==> images/final_placement.png <==
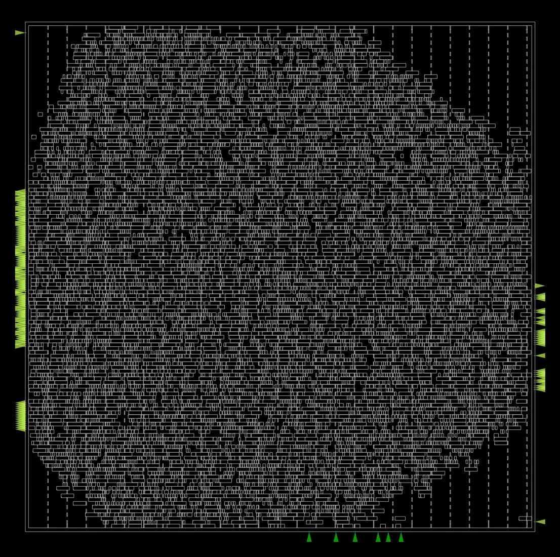
==> images/wire_density.png <==
The die is cut into 37 by 37 equal tiles; dark blue is low, red is high, scaled to the fullest tile. Values are wire area over tile area, all layers added.
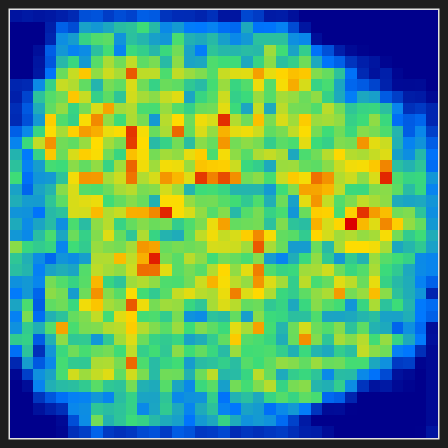
==> images/registers.png <==
The bar under the picture is 100 µm long. Other sequential cells in the stronger gray, the rest of the logic in the fainter gray.
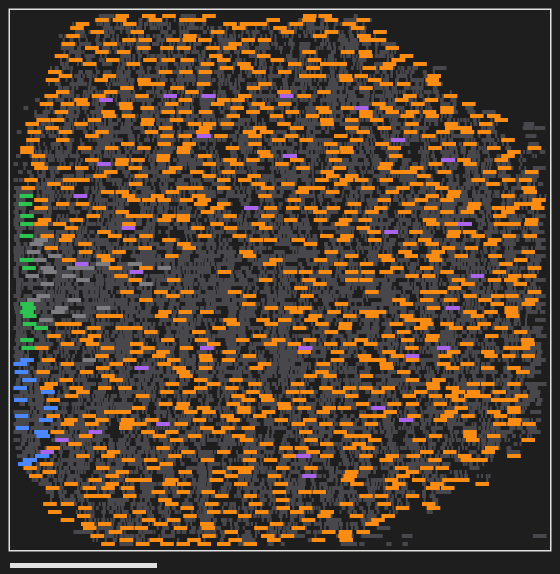
## config.mk

```make
export PLATFORM = sky130hd
export DESIGN_NAME = prm_edge_scan_ctrl
export DESIGN_NICKNAME = d
export VERILOG_FILES = /design/src/rtl/prm_edge_scan_ctrl.sv
export SDC_FILE = /design/constraint.sdc
export NUM_CORES = 2
export LEC_CHECK = 0
export ABC_AREA = 1
export CORE_MARGIN = 2
export CORE_UTILIZATION = 46
export DETAILED_ROUTE_END_ITERATION = 10
export SYNTH_ARGS = -nofsm -noshare
export SYNTH_HDL_FRONTEND = slang
export SYNTH_SLANG_ARGS = --single-unit
```

## constraint.sdc

```tcl
create_clock -name clk -period 2.2 [get_ports clk]
set_clock_uncertainty 0.05 [all_clocks]
set_input_delay 0.33 -clock clk [delete_from_list [all_inputs] [get_ports clk]]
set_output_delay 0.33 -clock clk [all_outputs]
set_load 0.01 [all_outputs]
```

## src/rtl/prm_edge_scan_ctrl.sv

```systemverilog
// Purpose: sequences the shared PRM edge-checker bank over every group for each obstacle code, OR-accumulates blocked edges into a map, then streams the map out.
// Latency: per obstacle 1 accept + NUM_GRP scan + CHK_LAT drain cycles; output phase NUM_GRP cycles minimum, done one cycle after the last word handshake.
// Backpressure: obs_ready is high only while waiting for a code; out_* hold stable while out_ready is low; abort returns to IDLE from any state.
//
// Ports:
//   clk, rst_n                      clock and asynchronous active-low reset
//   start, abort                    begin a scan (IDLE only) / synchronous return to IDLE
//   obs_valid/obs_ready/obs_code/obs_last   obstacle code stream
//   chk_req/chk_code/chk_grp/chk_mask       checker bank request and fixed-latency result
//   out_valid/out_ready/out_grp/out_mask/out_last   blocked-edge map stream
//   busy, done, obs_cnt             status
module prm_edge_scan_ctrl #(
    parameter int CHK_W   = 32,
    parameter int NUM_GRP = 32,
    parameter int GRP_AW  = 5,
    parameter int CHK_LAT = 1
) (
    input  logic              clk,
    input  logic              rst_n,
    input  logic              start,
    input  logic              abort,
    input  logic              obs_valid,
    output logic              obs_ready,
    input  logic [14:0]       obs_code,
    input  logic              obs_last,
    output logic              chk_req,
    output logic [14:0]       chk_code,
    output logic [GRP_AW-1:0] chk_grp,
    input  logic [CHK_W-1:0]  chk_mask,
    output logic              out_valid,
    input  logic              out_ready,
    output logic [GRP_AW-1:0] out_grp,
    output logic [CHK_W-1:0]  out_mask,
    output logic              out_last,
    output logic              busy,
    output logic              done,
    output logic [15:0]       obs_cnt
);

    typedef enum logic [2:0] {
        S_IDLE,
        S_WAIT_OBS,
        S_SCAN,
        S_DRAIN,
        S_OUT
    } state_t;

    localparam logic [GRP_AW-1:0] LAST_GRP = GRP_AW'(NUM_GRP - 1);

    state_t            state_q, state_d;
    logic [GRP_AW-1:0] grp_q, grp_d;      // scan group index
    logic [GRP_AW-1:0] idx_q, idx_d;      // output word index
    logic              last_q;            // current obstacle closes the set

    logic [CHK_W-1:0]  map_q [NUM_GRP];
    logic [CHK_W-1:0]  map_d [NUM_GRP];

    // Return tags: stage CHK_LAT-1 lines up with the cycle chk_mask is valid.
    logic              ret_vld [CHK_LAT];
    logic [GRP_AW-1:0] ret_grp [CHK_LAT];

    logic ret_due;
    logic [GRP_AW-1:0] ret_g;
    logic start_ok;
    logic obs_hs;
    logic out_hs;

    assign ret_due  = ret_vld[CHK_LAT-1];
    assign ret_g    = ret_grp[CHK_LAT-1];
    assign start_ok = (state_q == S_IDLE) && start && !abort;
    assign obs_hs   = (state_q == S_WAIT_OBS) && obs_valid && !abort;
    assign out_hs   = (state_q == S_OUT) && out_ready && !abort;

    // Next state and indices.
    always_comb begin
        state_d = state_q;
        grp_d   = grp_q;
        idx_d   = idx_q;
        if (abort) begin
            state_d = S_IDLE;
        end else begin
            case (state_q)
                S_IDLE: begin
                    if (start) state_d = S_WAIT_OBS;
                end
                S_WAIT_OBS: begin
                    if (obs_valid) begin
                        state_d = S_SCAN;
                        grp_d   = '0;
                    end
                end
                S_SCAN: begin
                    if (grp_q == LAST_GRP) state_d = S_DRAIN;
                    else                   grp_d   = grp_q + 1'b1;
                end
                S_DRAIN: begin
                    // The final group's return is the last one in flight.
                    if (ret_due && (ret_g == LAST_GRP)) begin
                        state_d = last_q ? S_OUT : S_WAIT_OBS;
                        idx_d   = '0;
                    end
                end
                S_OUT: begin
                    if (out_ready) begin
                        if (idx_q == LAST_GRP) begin
                            state_d = S_IDLE;
                            idx_d   = '0;
                        end else begin
                            idx_d = idx_q + 1'b1;
                        end
                    end
                end
                default: state_d = S_IDLE;
            endcase
        end
    end

    // Map update: cleared by start, OR-merged by tagged returns; abort drops the return of its cycle.
    always_comb begin
        for (int i = 0; i < NUM_GRP; i++) begin
            map_d[i] = map_q[i];
            if (start_ok) begin
                map_d[i] = '0;
            end else if (ret_due && !abort && (ret_g == GRP_AW'(i))) begin
                map_d[i] = map_q[i] | chk_mask;
            end
        end
    end

    always_ff @(posedge clk or negedge rst_n) begin
        if (!rst_n) begin
            for (int k = 0; k < CHK_LAT; k++) begin
                ret_vld[k] <= 1'b0;
                ret_grp[k] <= '0;
            end
        end else if (abort) begin
            for (int k = 0; k < CHK_LAT; k++) begin
                ret_vld[k] <= 1'b0;
                ret_grp[k] <= '0;
            end
        end else begin
            ret_vld[0] <= chk_req;
            ret_grp[0] <= chk_grp;
            for (int k = 1; k < CHK_LAT; k++) begin
                ret_vld[k] <= ret_vld[k-1];
                ret_grp[k] <= ret_grp[k-1];
            end
        end
    end

    always_ff @(posedge clk or negedge rst_n) begin
        if (!rst_n) begin
            state_q   <= S_IDLE;
            grp_q     <= '0;
            idx_q     <= '0;
            last_q    <= 1'b0;
            for (int i = 0; i < NUM_GRP; i++) map_q[i] <= '0;
            obs_ready <= 1'b0;
            chk_req   <= 1'b0;
            chk_code  <= '0;
            out_valid <= 1'b0;
            out_grp   <= '0;
            out_mask  <= '0;
            out_last  <= 1'b0;
            busy      <= 1'b0;
            done      <= 1'b0;
            obs_cnt   <= '0;
        end else begin
            state_q <= state_d;
            grp_q   <= grp_d;
            idx_q   <= idx_d;
            map_q   <= map_d;

            if (obs_hs) begin
                chk_code <= obs_code;
                last_q   <= obs_last;
                if (obs_cnt != 16'hFFFF) obs_cnt <= obs_cnt + 16'd1;
            end else if (start_ok) begin
                obs_cnt <= '0;
            end

            // Outputs are registered from the next state so they line up with it.
            obs_ready <= (state_d == S_WAIT_OBS);
            chk_req   <= (state_d == S_SCAN);
            busy      <= (state_d != S_IDLE);
            out_valid <= (state_d == S_OUT);
            out_last  <= (state_d == S_OUT) && (idx_d == LAST_GRP);
            out_grp   <= idx_d;
            // map_d carries the final return written on the DRAIN exit edge.
            if (state_d == S_OUT) out_mask <= map_d[idx_d];
            done      <= out_hs && (idx_q == LAST_GRP);
        end
    end

    assign chk_grp = grp_q;

endmodule

```

==> summary.txt <==
Results of the flow run.

The portion of the layout cell area used by clock cells stands at 0.0532. Of the cells placed in the final design, the portion with a size suffix greater than 1 is 0.216. The checks that failed: negative setup slack. Per the synth log, the flip-flop and latch total comes to 1,113. The highest clock frequency the design can meet stands at 362 MHz. The cell count in the Yosys report stands at 8,679. For this run, asynchronously set or reset flops after synthesis account for 1.00. The overflow left after global routing stands at 0. The share of total power dissipated in combinational logic is 0.146.

From bottom edge to top edge, the die measures 367 µm. The commonest register cell is dfrtp_1. The post-synth design cell area stands at 60,700 µm².

STA classifies the critical path endpoint as a flop. The layout overhead on the synthesized area stands at 33.9%. Global routing put the most usage on met2. The worst hold margin stands at 45.0 ps. The combinational gate count stands at 5,119. The number of buffers inserted during clock tree synthesis stands at 132. By count the netlist is led by nand2_1, inv_1, nand3_1, dfrtp_1, a31o_2. The flow ran to the end, but the final reports show violations. The tree is rooted in a clkbuf_16. The total negative slack for setup checks stands at -15,770 ps. The cell sequence reported for the critical path is ha_4, nand2_2, nor2_2, ha_2, nor3_2, nand3_1, nand2_2, nand2_8, nand2_8, clkinv_8, buf_16, buf_12, clkbuf_16, nand2_4, nand3_2, nand3_2, nand3_2, nand3_2, nand3_2, nand2_1. The slowest stage of the critical path is the dfrtp_2 cell.

In the post-synthesis netlist, the cell with the most instances is nand2_1. The detailed-route vias per instance stands at 5.31. The final total power stands at 50.8 mW. The post-synthesis chip area from yosys stands at 60,700 µm². In this run the tool buffered the top-level ports with 132 buffer cells. The sequential fraction of design power stands at 0.415. After legalization and detailed placement, the total HPWL measured 150,000 µm. The first global-routing pass estimated 358,000 µm of wire. The fraction of area in multi-input gates stands at 0.298. Of the total power, the share spent switching nets is 0.281.

The critical path in this run is classified as reg -> reg. The most common logic cell in the final layout is nand2_1. The post-synthesis net count stands at 8,738. The H-tree depth stands at 4. The clock reaches the later pin of the worst-skew pair after 800 ps. Routability-driven placement finished with a final weighted congestion of 0.903. The highest metal layer carrying signal wires in the routed design is met5. The number of global-route vias before repair stands at 57,900. The total of fill cells in the finished design stands at 11,700. Entering global routing, the biggest net connects 78 pins.

The warning count from the yosys run stands at 0. There are 1,113 flip-flops and latches. The gate-level netlist out of Yosys references 35 unique cell types.

After floorplanning, the die was sized to cover 135,000 µm². The finished design was reported to have a net count of 9,704. In the global route stage, met1 resource usage came out at 0.481.

The starting utilization of the core area stands at 0.463. The arrival time of the worst setup path stands at 3440 ps. The cell leakage power stands at 50.7 nW.

Counting stages on the worst path, the most repeated cell is nand3_2. The sum of met2 wire segment lengths after detailed routing stands at 106,000 µm. STA classifies the critical path startpoint as a flop.

The final setup violation count stands at 33. In this run the worst hold path is classified as in -> reg. The pre-CTS setup slack stands at -815 ps.

Per STA, the highest per-stage delay on the worst path measures 430 ps. met2 track demand over resource after global routing is 0.535. The average instance in the mapped netlist occupies 6.99 µm². The final timing summary puts the cycle share of the worst path at 1.26. The DRC marker count from the first detailed-route iteration stands at 6,748. On the critical path the largest part of the delay comes from simple AND/OR/NAND/NOR gates.

The share of Yosys cell area claimed by the top area cell type stands at 0.459. The peak ir drop on the vdd network stands at 0.750 mV. Per the final report, the share of cell area in non-clock buffers is 0.193. Counting the inverters off the clock network in the layout gives 1,826. The number of max-cap violations stands at 0.

For this floorplan the total number of well-tap instances is 1,755. The maximum clock path buffer count stands at 3. From left edge to right edge, the die measures 367 µm. Across all stage logs, warnings added up to 30. Pins over their slew limit in the final report were tallied at 0. The worst-margin pin slew stands at 731 ps.

According to the timing report, the data required time at the worst endpoint equals 2880 ps. The final instance area stands at 81,200 µm². The final antenna diode tally reported by the flow is 4. The I/O pin count stands at 133.

Counting plain and timing-repair buffers in the layout gives 1,453. Per Yosys stat, the portion of area used by sequential elements is 0.459. For the finished layout, the period the worst path requires is 2760 ps. The count of clock-net buffers in the final layout stands at 199.

The met3 usage in global routing stands at 0.0649. The main area contributors are dfrtp_1, nand2_1, nand3_1. The number of antenna violations at the first check in global routing stands at 13.

By instance count after routing, the leading logic cell types are nand2_1, inv_1, nand3_1, dfrtp_1, buf_4. The routed length on met3 stands at 24,900 µm. Per the detailed placement report, the placed cell area equals 73,600 µm². After technology mapping, the gate count stands at 8,679. The number of DRC violations after detailed routing stands at 0. In the final layout, the multi-input gates occupy 24,200 µm². Including well taps, the total number of placed cells is 11,200. The net switching power stands at 14.3 mW. The max-slew headroom at the worst pin stands at 0.508. Setup repair after global routing could not meet its margin everywhere. The count of nets left with antenna violations once routing finished came out at 0. The biggest slice of the area belongs to sequential cells. Counting endpoints that fail hold in the final report gives 0.

The detailed-route wire length on metal 1 stands at 97,400 µm. For this design the ratio of total power to cell area is 626 nW/µm². Counting both buffers and inverters, the worst setup path holds a total of 4. The timing report gives the clock slew at the launch and capture registers of the worst setup and hold paths as 60 ps. According to the floorplan report, the placeable core area is 131,000 µm². The number of synthesized flops with an enable pin stands at 0. The iteration count recorded for the first detailed-route pass is 7. In the power breakdown, the internal column shows 36.5 mW. The final setup slack of the worst path stands at -565 ps. The power report attributes to the clock group a share of 0.439. Sorting the Yosys area breakdown by cell type puts at the top dfrtp_1. The tree built by TritonCTS fans out to 1,113 sinks. TritonCTS built the clock tree.

The largest fanout of any net on the critical path stands at 6.
About final_placement.png:
non-filler cells, final: 11,500
standard-cell rows: 133
final core area utilization: 0.619

About wire_density.png:
fullest tile: 0.69
mean over tiles: 0.30
nearly empty tiles: 8.3%
tiles over half the peak: 47%
detailed-route via count: 61,000
sum of routed wire length over all layers: 240,000 µm
WL/cell: 20.9 µm
global-route total usage across every layer: 0.348

About registers.png:
[chk_code] green | sequential cells: 15 | where: middle left
[obs_cnt] blue | sequential cells: 16 | where: lower left
[map_q] orange | sequential cells: 1,024 | where: widely spread
[out_mask] purple | sequential cells: 32 | where: widely spread
flop share of the area: 0.343
Seq. cell area: 27,900 µm²
Flop+latch power: 21.1 mW

==> sequential cells by signal (all words and copies together) (netlist names), 3 cells and up <==
register  flops
chk_grp       5
chk_code     15
map_q      1024
ret_g         5
out_mask     32
state_q       3
obs_cnt      16
idx_q         5
==> path summary, 6_finish.rpt <==
kind	to	slack, ps	start	cells past startpoint
min	chk_code[9]$_DFFE_PN0P_	40	obs_code[9]	3
min in group asynchronous	map_q[791]$_DFF_PN0_	70	rst_n	2
max	out_mask[12]$_DFFE_PN0N_	-560	idx_q[0]$_DFF_PN0_	20
max reg2reg	out_mask[12]$_DFFE_PN0N_	-560	idx_q[0]$_DFF_PN0_	20
min reg2reg	chk_code[14]$_DFFE_PN0P_	420	chk_code[14]$_DFFE_PN0P_	2
max in group asynchronous	map_q[811]$_DFF_PN0_	1010	rst_n	4
==> repair_timing <==
| action | in CTS | in global routing |
|---|---|---|
| resized | 231 | 198 |
| endpoints found under the hold margin | 478 | 0 |
| hold buffers | 11 | 0 |
| buffers inserted | 55 | 28 |
| pin swaps | 61 | 66 |
| setup endpoints to repair | 93 | 144 |
| cloned | 20 | 16 |
==> power groups by stage <==
stage | combinational [mW] | sequential (mW) | clock (mW)
final | 7.42 | 21.1 | 22.3
after floorplan | 2.15 | 21.4 | 0
after global placement | 6.71 | 21.4 | 0
after detailed placement | 6.71 | 21.4 | 0
after CTS | 7.09 | 21.1 | 22.5
after global routing | 7.70 | 21.1 | 23.3
==> logic make-up (layout without fill, tap and decap cells) <==
family,Yosys count,count (layout),synth area share
adders and majority gates,5,5,0.00103
buffers and inverters,2448,3512,0.165
and+or+nand+nor,4783,4784,0.329
other,0,4,0
AOI/OAI and AO/OA,327,327,0.0456
DFF,1113,1113,0.459
xor gates and xnor gates,3,3,0.000433
Power is estimated from default activity; no workload was simulated.
